**config.mk**
```make
export PLATFORM = sky130hd
export DESIGN_NAME = imem_loader_flat
export DESIGN_NICKNAME = d
export VERILOG_FILES = /design/src/rtl/imem_loader_if.sv /design/src/rtl/imem_loader.sv /design/src/flat_wrapper.sv
export SDC_FILE = /design/constraint.sdc
export NUM_CORES = 1
export LEC_CHECK = 0
export CAP_MARGIN = 15
export CELL_PAD_IN_SITES_DETAIL_PLACEMENT = 1
export CELL_PAD_IN_SITES_GLOBAL_PLACEMENT = 2
export CORE_MARGIN = 5
export CORE_UTILIZATION = 37
export DETAILED_ROUTE_END_ITERATION = 6
export HOLD_SLACK_MARGIN = 0.05
export PLACE_DENSITY_LB_ADDON = 0.1
export SLEW_MARGIN = 25
export SYNTH_ARGS = -nofsm -noshare
export SYNTH_HDL_FRONTEND = slang
export SYNTH_SLANG_ARGS = --single-unit
```
**constraint.sdc**
```tcl
create_clock -name clk -period 3.8 [get_ports clk]
set_input_delay 0.38 -clock clk [delete_from_list [all_inputs] [get_ports clk]]
set_output_delay 0.38 -clock clk [all_outputs]
set_load 0.05 [all_outputs]
```
**src/rtl/imem_loader_if.sv**
```systemverilog
// ---------------------------------------------------------------------------
// imem_loader_if: groups the byte-stream handshake, the instruction-memory
// write port and the status outputs of imem_loader.
//   master : stream source / supervisor (drives start, in_valid, in_data)
//   slave  : the loader itself
// Signals:
//   start     one-cycle pulse that begins a load session
//   in_valid  in_data holds a valid byte
//   in_data   stream byte (big-endian frame)
//   in_ready  loader accepts a byte this cycle
//   mem_we    instruction-memory write strobe, one cycle per word
//   mem_addr  word address of the write
//   mem_wdata 16-bit instruction word
//   cpu_hold  1 = pipeline must not fetch/advance
//   done      image loaded (level)
//   err       session aborted (level)
// ---------------------------------------------------------------------------
interface imem_loader_if #(
   parameter int unsigned ADDR_W = 8
);
   logic              start;
   logic              in_valid;
   logic [7:0]        in_data;
   logic              in_ready;
   logic              mem_we;
   logic [ADDR_W-1:0] mem_addr;
   logic [15:0]       mem_wdata;
   logic              cpu_hold;
   logic              done;
   logic              err;

   modport master (
      output start, in_valid, in_data,
      input  in_ready, mem_we, mem_addr, mem_wdata, cpu_hold, done, err
   );

   modport slave (
      input  start, in_valid, in_data,
      output in_ready, mem_we, mem_addr, mem_wdata, cpu_hold, done, err
   );
endinterface

```
**src/rtl/imem_loader.sv**
```systemverilog
// ---------------------------------------------------------------------------
// imem_loader: writer side of the instruction memory read by Fetch.
// Accepts a valid/ready byte stream framed as LEN_HI, LEN_LO (word count N)
// followed by N x {W_HI, W_LO}, and writes each 16-bit word to consecutive
// word addresses starting at 0. cpu_hold freezes the pipeline until done.
// Ports:
//   clk   rising-edge clock shared with the pipeline
//   rst   asynchronous, active-high reset
//   bus   imem_loader_if.slave (stream in, memory write port, status)
// Parameters:
//   ADDR_W  word-address width; capacity is 2**ADDR_W words
// Build option:
//   IMEM_LOADER_CHECKSUM_EN  adds a trailing XOR checksum byte (CHK state)
// ---------------------------------------------------------------------------
module imem_loader #(
   parameter int unsigned ADDR_W = 8
) (
   input logic          clk,
   input logic          rst,
   imem_loader_if.slave bus
);
   localparam int unsigned CNT_W = ADDR_W + 1;
   localparam int unsigned CAP   = 1 << ADDR_W;

   typedef enum logic [2:0] {
      ST_IDLE,
      ST_LEN_HI,
      ST_LEN_LO,
      ST_DAT_HI,
      ST_DAT_LO,
      ST_CHK,
      ST_DONE,
      ST_ERR
   } state_t;

   // State entered once the frame payload has been fully accepted
`ifdef IMEM_LOADER_CHECKSUM_EN
   localparam state_t ST_FRAME_END = ST_CHK;
`else
   localparam state_t ST_FRAME_END = ST_DONE;
`endif

   state_t            r_state;
   state_t            w_next;
   logic              r_in_ready;
   logic              r_mem_we;
   logic [ADDR_W-1:0] r_mem_addr;
   logic [15:0]       r_mem_wdata;
   logic              r_cpu_hold;
   logic              r_done;
   logic              r_err;
   logic [7:0]        r_len_hi;
   logic [7:0]        r_dat_hi;
   logic [CNT_W-1:0]  r_len;
   logic [CNT_W-1:0]  r_word_cnt;

   logic [7:0]        w_len_hi;
   logic [7:0]        w_dat_hi;
   logic [CNT_W-1:0]  w_len;
   logic [CNT_W-1:0]  w_word_cnt;
   logic              w_write;
   logic              w_accept;
   logic [15:0]       w_full_len;
   logic [CNT_W-1:0]  w_cnt_inc;
`ifdef IMEM_LOADER_CHECKSUM_EN
   logic [7:0]        r_csum;
   logic [7:0]        w_csum;
`endif

   // in_ready mirrors the accepting states, so this is the handshake itself
   assign w_accept   = bus.in_valid & r_in_ready;
   assign w_full_len = {r_len_hi, bus.in_data};
   assign w_cnt_inc  = CNT_W'(r_word_cnt + CNT_W'(1));

   // Next-state and datapath updates
   always_comb begin
      w_next     = r_state;
      w_len_hi   = r_len_hi;
      w_dat_hi   = r_dat_hi;
      w_len      = r_len;
      w_word_cnt = r_word_cnt;
      w_write    = 1'b0;
`ifdef IMEM_LOADER_CHECKSUM_EN
      w_csum     = r_csum;
`endif
      case (r_state)
         ST_IDLE, ST_DONE, ST_ERR: begin
            if (bus.start) begin
               w_next     = ST_LEN_HI;
               w_word_cnt = '0;
`ifdef IMEM_LOADER_CHECKSUM_EN
               w_csum     = '0;
`endif
            end
         end
         ST_LEN_HI: begin
            if (w_accept) begin
               w_len_hi = bus.in_data;
               w_next   = ST_LEN_LO;
            end
         end
         ST_LEN_LO: begin
            if (w_accept) begin
               if (w_full_len == 16'd0) begin
                  w_next = ST_FRAME_END;
               end else if (32'(w_full_len) > CAP) begin
                  w_next = ST_ERR;
               end else begin
                  w_len  = CNT_W'(w_full_len);
                  w_next = ST_DAT_HI;
               end
            end
         end
         ST_DAT_HI: begin
            if (w_accept) begin
               w_dat_hi = bus.in_data;
               w_next   = ST_DAT_LO;
            end
         end
         ST_DAT_LO: begin
            if (w_accept) begin
               w_write    = 1'b1;
               w_word_cnt = w_cnt_inc;
               w_next     = (w_cnt_inc == r_len) ? ST_FRAME_END : ST_DAT_HI;
            end
         end
         ST_CHK: begin
`ifdef IMEM_LOADER_CHECKSUM_EN
            if (w_accept) begin
               w_next = (bus.in_data == r_csum) ? ST_DONE : ST_ERR;
            end
`else
            w_next = ST_IDLE;
`endif
         end
         default: w_next = ST_IDLE;
      endcase
`ifdef IMEM_LOADER_CHECKSUM_EN
      // Running XOR over every frame byte; the checksum byte itself is excluded
      if (w_accept && (r_state != ST_CHK)) begin
         w_csum = r_csum ^ bus.in_data;
      end
`endif
   end

   // State and registered outputs, all derived from the next state
   always_ff @(posedge clk or posedge rst) begin
      if (rst) begin
         r_state     <= ST_IDLE;
         r_in_ready  <= 1'b0;
         r_mem_we    <= 1'b0;
         r_mem_addr  <= '0;
         r_mem_wdata <= '0;
         r_cpu_hold  <= 1'b1;
         r_done      <= 1'b0;
         r_err       <= 1'b0;
         r_len_hi    <= '0;
         r_dat_hi    <= '0;
         r_len       <= '0;
         r_word_cnt  <= '0;
      end else begin
         r_state     <= w_next;
         r_in_ready  <= (w_next == ST_LEN_HI) || (w_next == ST_LEN_LO) ||
                        (w_next == ST_DAT_HI) || (w_next == ST_DAT_LO) ||
                        (w_next == ST_CHK);
         r_cpu_hold  <= (w_next != ST_DONE);
         r_done      <= (w_next == ST_DONE);
         r_err       <= (w_next == ST_ERR);
         r_mem_we    <= w_write;
         r_len_hi    <= w_len_hi;
         r_dat_hi    <= w_dat_hi;
         r_len       <= w_len;
         r_word_cnt  <= w_word_cnt;
         if (w_write) begin
            r_mem_addr  <= r_word_cnt[ADDR_W-1:0];
            r_mem_wdata <= {r_dat_hi, bus.in_data};
         end
      end
   end

`ifdef IMEM_LOADER_CHECKSUM_EN
   // Checksum accumulator
   always_ff @(posedge clk or posedge rst) begin
      if (rst) begin
         r_csum <= '0;
      end else begin
         r_csum <= w_csum;
      end
   end
`endif

   assign bus.in_ready  = r_in_ready;
   assign bus.mem_we    = r_mem_we;
   assign bus.mem_addr  = r_mem_addr;
   assign bus.mem_wdata = r_mem_wdata;
   assign bus.cpu_hold  = r_cpu_hold;
   assign bus.done      = r_done;
   assign bus.err       = r_err;
endmodule
```
**src/flat_wrapper.sv**
```systemverilog
// flat-port wrapper written by rule: the top's interface ports become plain ports
module imem_loader_flat 
#(
   parameter int unsigned ADDR_W = 8
)
  (clk, rst, bus_start, bus_in_valid, bus_in_data, bus_in_ready, bus_mem_we, bus_mem_addr, bus_mem_wdata, bus_cpu_hold, bus_done, bus_err);
  imem_loader_if #(.ADDR_W(ADDR_W)) bus_i ();
  input logic clk;
  input logic rst;
  input wire logic [$bits(bus_i.start)-1:0] bus_start;
  input wire logic [$bits(bus_i.in_valid)-1:0] bus_in_valid;
  input wire logic [$bits(bus_i.in_data)-1:0] bus_in_data;
  output wire logic [$bits(bus_i.in_ready)-1:0] bus_in_ready;
  output wire logic [$bits(bus_i.mem_we)-1:0] bus_mem_we;
  output wire logic [$bits(bus_i.mem_addr)-1:0] bus_mem_addr;
  output wire logic [$bits(bus_i.mem_wdata)-1:0] bus_mem_wdata;
  output wire logic [$bits(bus_i.cpu_hold)-1:0] bus_cpu_hold;
  output wire logic [$bits(bus_i.done)-1:0] bus_done;
  output wire logic [$bits(bus_i.err)-1:0] bus_err;
  assign bus_i.start = bus_start;
  assign bus_i.in_valid = bus_in_valid;
  assign bus_i.in_data = bus_in_data;
  assign bus_in_ready = bus_i.in_ready;
  assign bus_mem_we = bus_i.mem_we;
  assign bus_mem_addr = bus_i.mem_addr;
  assign bus_mem_wdata = bus_i.mem_wdata;
  assign bus_cpu_hold = bus_i.cpu_hold;
  assign bus_done = bus_i.done;
  assign bus_err = bus_i.err;
  imem_loader #(.ADDR_W(ADDR_W)) u_core (.clk(clk), .rst(rst), .bus(bus_i));
endmodule
```
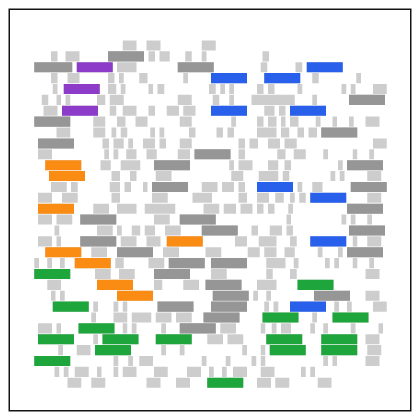
(where the registers sit)
Scale: 4 px per um. Other sequential cells in the stronger grey, the rest of the logic in the fainter grey.
- u_core.r_state: purple (sequential cells 3)
- u_core.r_len_hi: orange (sequential cells 8; where middle left)
- u_core.bus.mem_wdata: green (sequential cells 16)
- u_core.r_word_cnt: blue (sequential cells 9)
- not coloured: 30

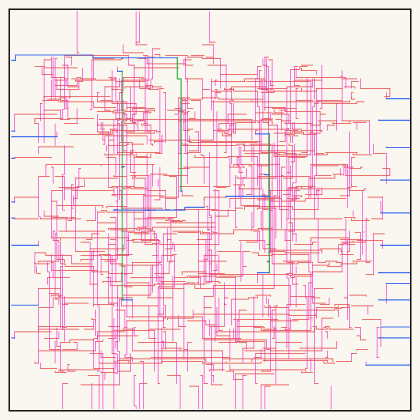
(signal wires by layer)
Scale: 4 px per um.
- metal 4: green (wire length 126 um)
- metal 1: red (wire length 3400 um)
- metal 2: magenta (wire length 3330 um)
- metal 3: blue (wire length 204 um)
global routing usage summed across all routing layers: 15.1%
Routed WL per cell: 15.9 um
Vias: 2270
total wire length after detailed routing: 7060 um

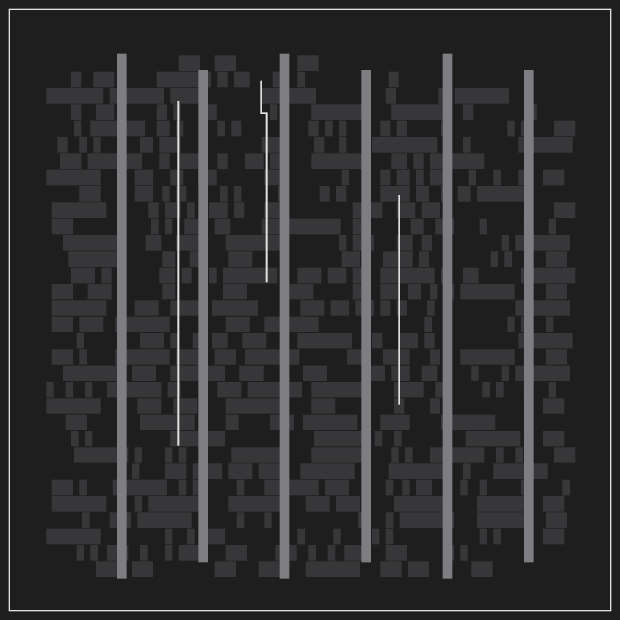
(metal 4)
Scale: 6 px per um. Supply wires on this layer in grey.
- nets with wire on the layer: 2
- wire length on this layer: 126 um

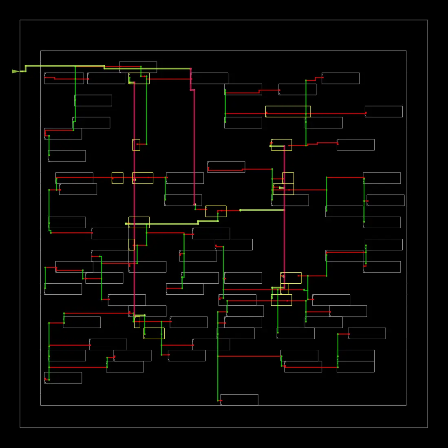
(clock wiring as the flow saved it)
clock network power consumption: 572 uW
clk_skew: 8.39 ps
CTS sink cnt: 66
total of clock buffers placed in the layout: 11
final sequential cell count: 66

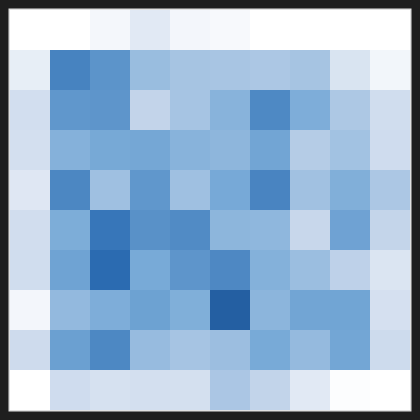
(local utilization)
Scale: 4 px per um. 10 x 10 tiles, from white (low) to dark blue (high), 0 to 100% covered.
- fullest tile: 81%
- densest ninth of the die: centre
- emptiest ninth of the die: upper right
core area: 7810 um^2
Starting Density: 38.4%
Finished Core Util: 47.1%

==> notes.md <==
• run status: complete, no violations
• Internal Pwr Total: 1.69 mW
• post-layout instance area: 3680 um^2
• Cell Count, Final, Fillers Out: 444
• die height: 100 um
• critical path capture point type: register
• part of the power in the clock network: 20.2%
• predominant post-synthesis flop cell: sky130_fd_sc_hd__dfrtp_1
• post-detailed-placement half-perimeter wirelength: 5040 um
• clock input transition at the sequential cells of the worst setup and hold paths: 70 ps
• final number of hold-violating endpoints: 0
• xor/xnor cell area share of the yosys netlist: 3.22%
• number of nets with antenna violations after routing: 0
• hold-fix buffers at CTS: 0
• post-synth design cell area: 3000 um^2
• biggest area consumer among synthesized cells: sky130_fd_sc_hd__dfrtp_1
• vias in the first global route: 2334
• NumNets Final: 350
• non-clock inverter count: 8
• max layer used: met4
• CTS Buf Count: 9
• met2 wire length: 3330 um
• commonest cells after routing, fill and taps aside: sky130_fd_sc_hd__nand2_1, sky130_fd_sc_hd__dfrtp_1, sky130_fd_sc_hd__clkdlybuf4s50_1
• maximum vdd drop: 384 uV
• Startpoint Class: register
• placed cell count: 428
• ys flops: 66
• CTS tree: yes
• cell family with most CP delay: simple AND/OR/NAND/NOR gates
• CTS H-tree depth: 3
• remaining global-route overflow: 0
• cell group occupying the most layout area: flip-flops and latches
• clock period minus final worst setup slack: 2460 ps
• sum of met3 wire segment lengths after detailed routing: 204 um
• worst reg2reg path startpoint: u_core.r_word_cnt[0]
• worst reg-to-reg path cell count: 8
• setup repair after global routing missed its margin: false
• final setup TNS: 0 ps
• largest buffer count on any clock path: 2
• Worst Path Buf+Inv: 1
• leakage power figure: 1.69 nW
• fraction of registers with async set/reset: 100%
• power in sequential cells: 1.14 mW
• met1 wire length: 3400 um
• die area: 10000 um^2
• portion of the clock cycle consumed by the worst path in the final layout: 64.8%
• master cell of the clock root buffer: sky130_fd_sc_hd__clkbuf_8
• critical setup path kind: reg2reg
• worst reg2reg endpoint: u_core.bus.in_ready
• Combinational Gates: 209
• largest driver fanout on the critical path: 9
• tally of filler cells in the layout: 885
• tally of yosys warning messages: 0
• area fraction in full adders, half adders and majority gates: 0.418%
• worst hold slack: 334 ps
• fraction of met1 tracks used by global routing: 20.3%
• total power consumption of the routed design: 2.84 mW
• combinational power: 1.13 mW
• sequential fraction of design power: 40.0%
• GR met3 Demand/Resource: 3.41%
• sequential cell area: 1650 um^2
• yosys stat cell total: 296
• most common library cells after synthesis: sky130_fd_sc_hd__nand2_1, sky130_fd_sc_hd__dfrtp_1, sky130_fd_sc_hd__mux2_2
• met2 usage in global routing: 23.8%
• switching pwr: 1.14 mW
• biggest cell delay along the critical path: 500 ps
• Worst-Skew Late Latency: 340 ps
No activity file was given, so power comes from the tool's default toggle rates.
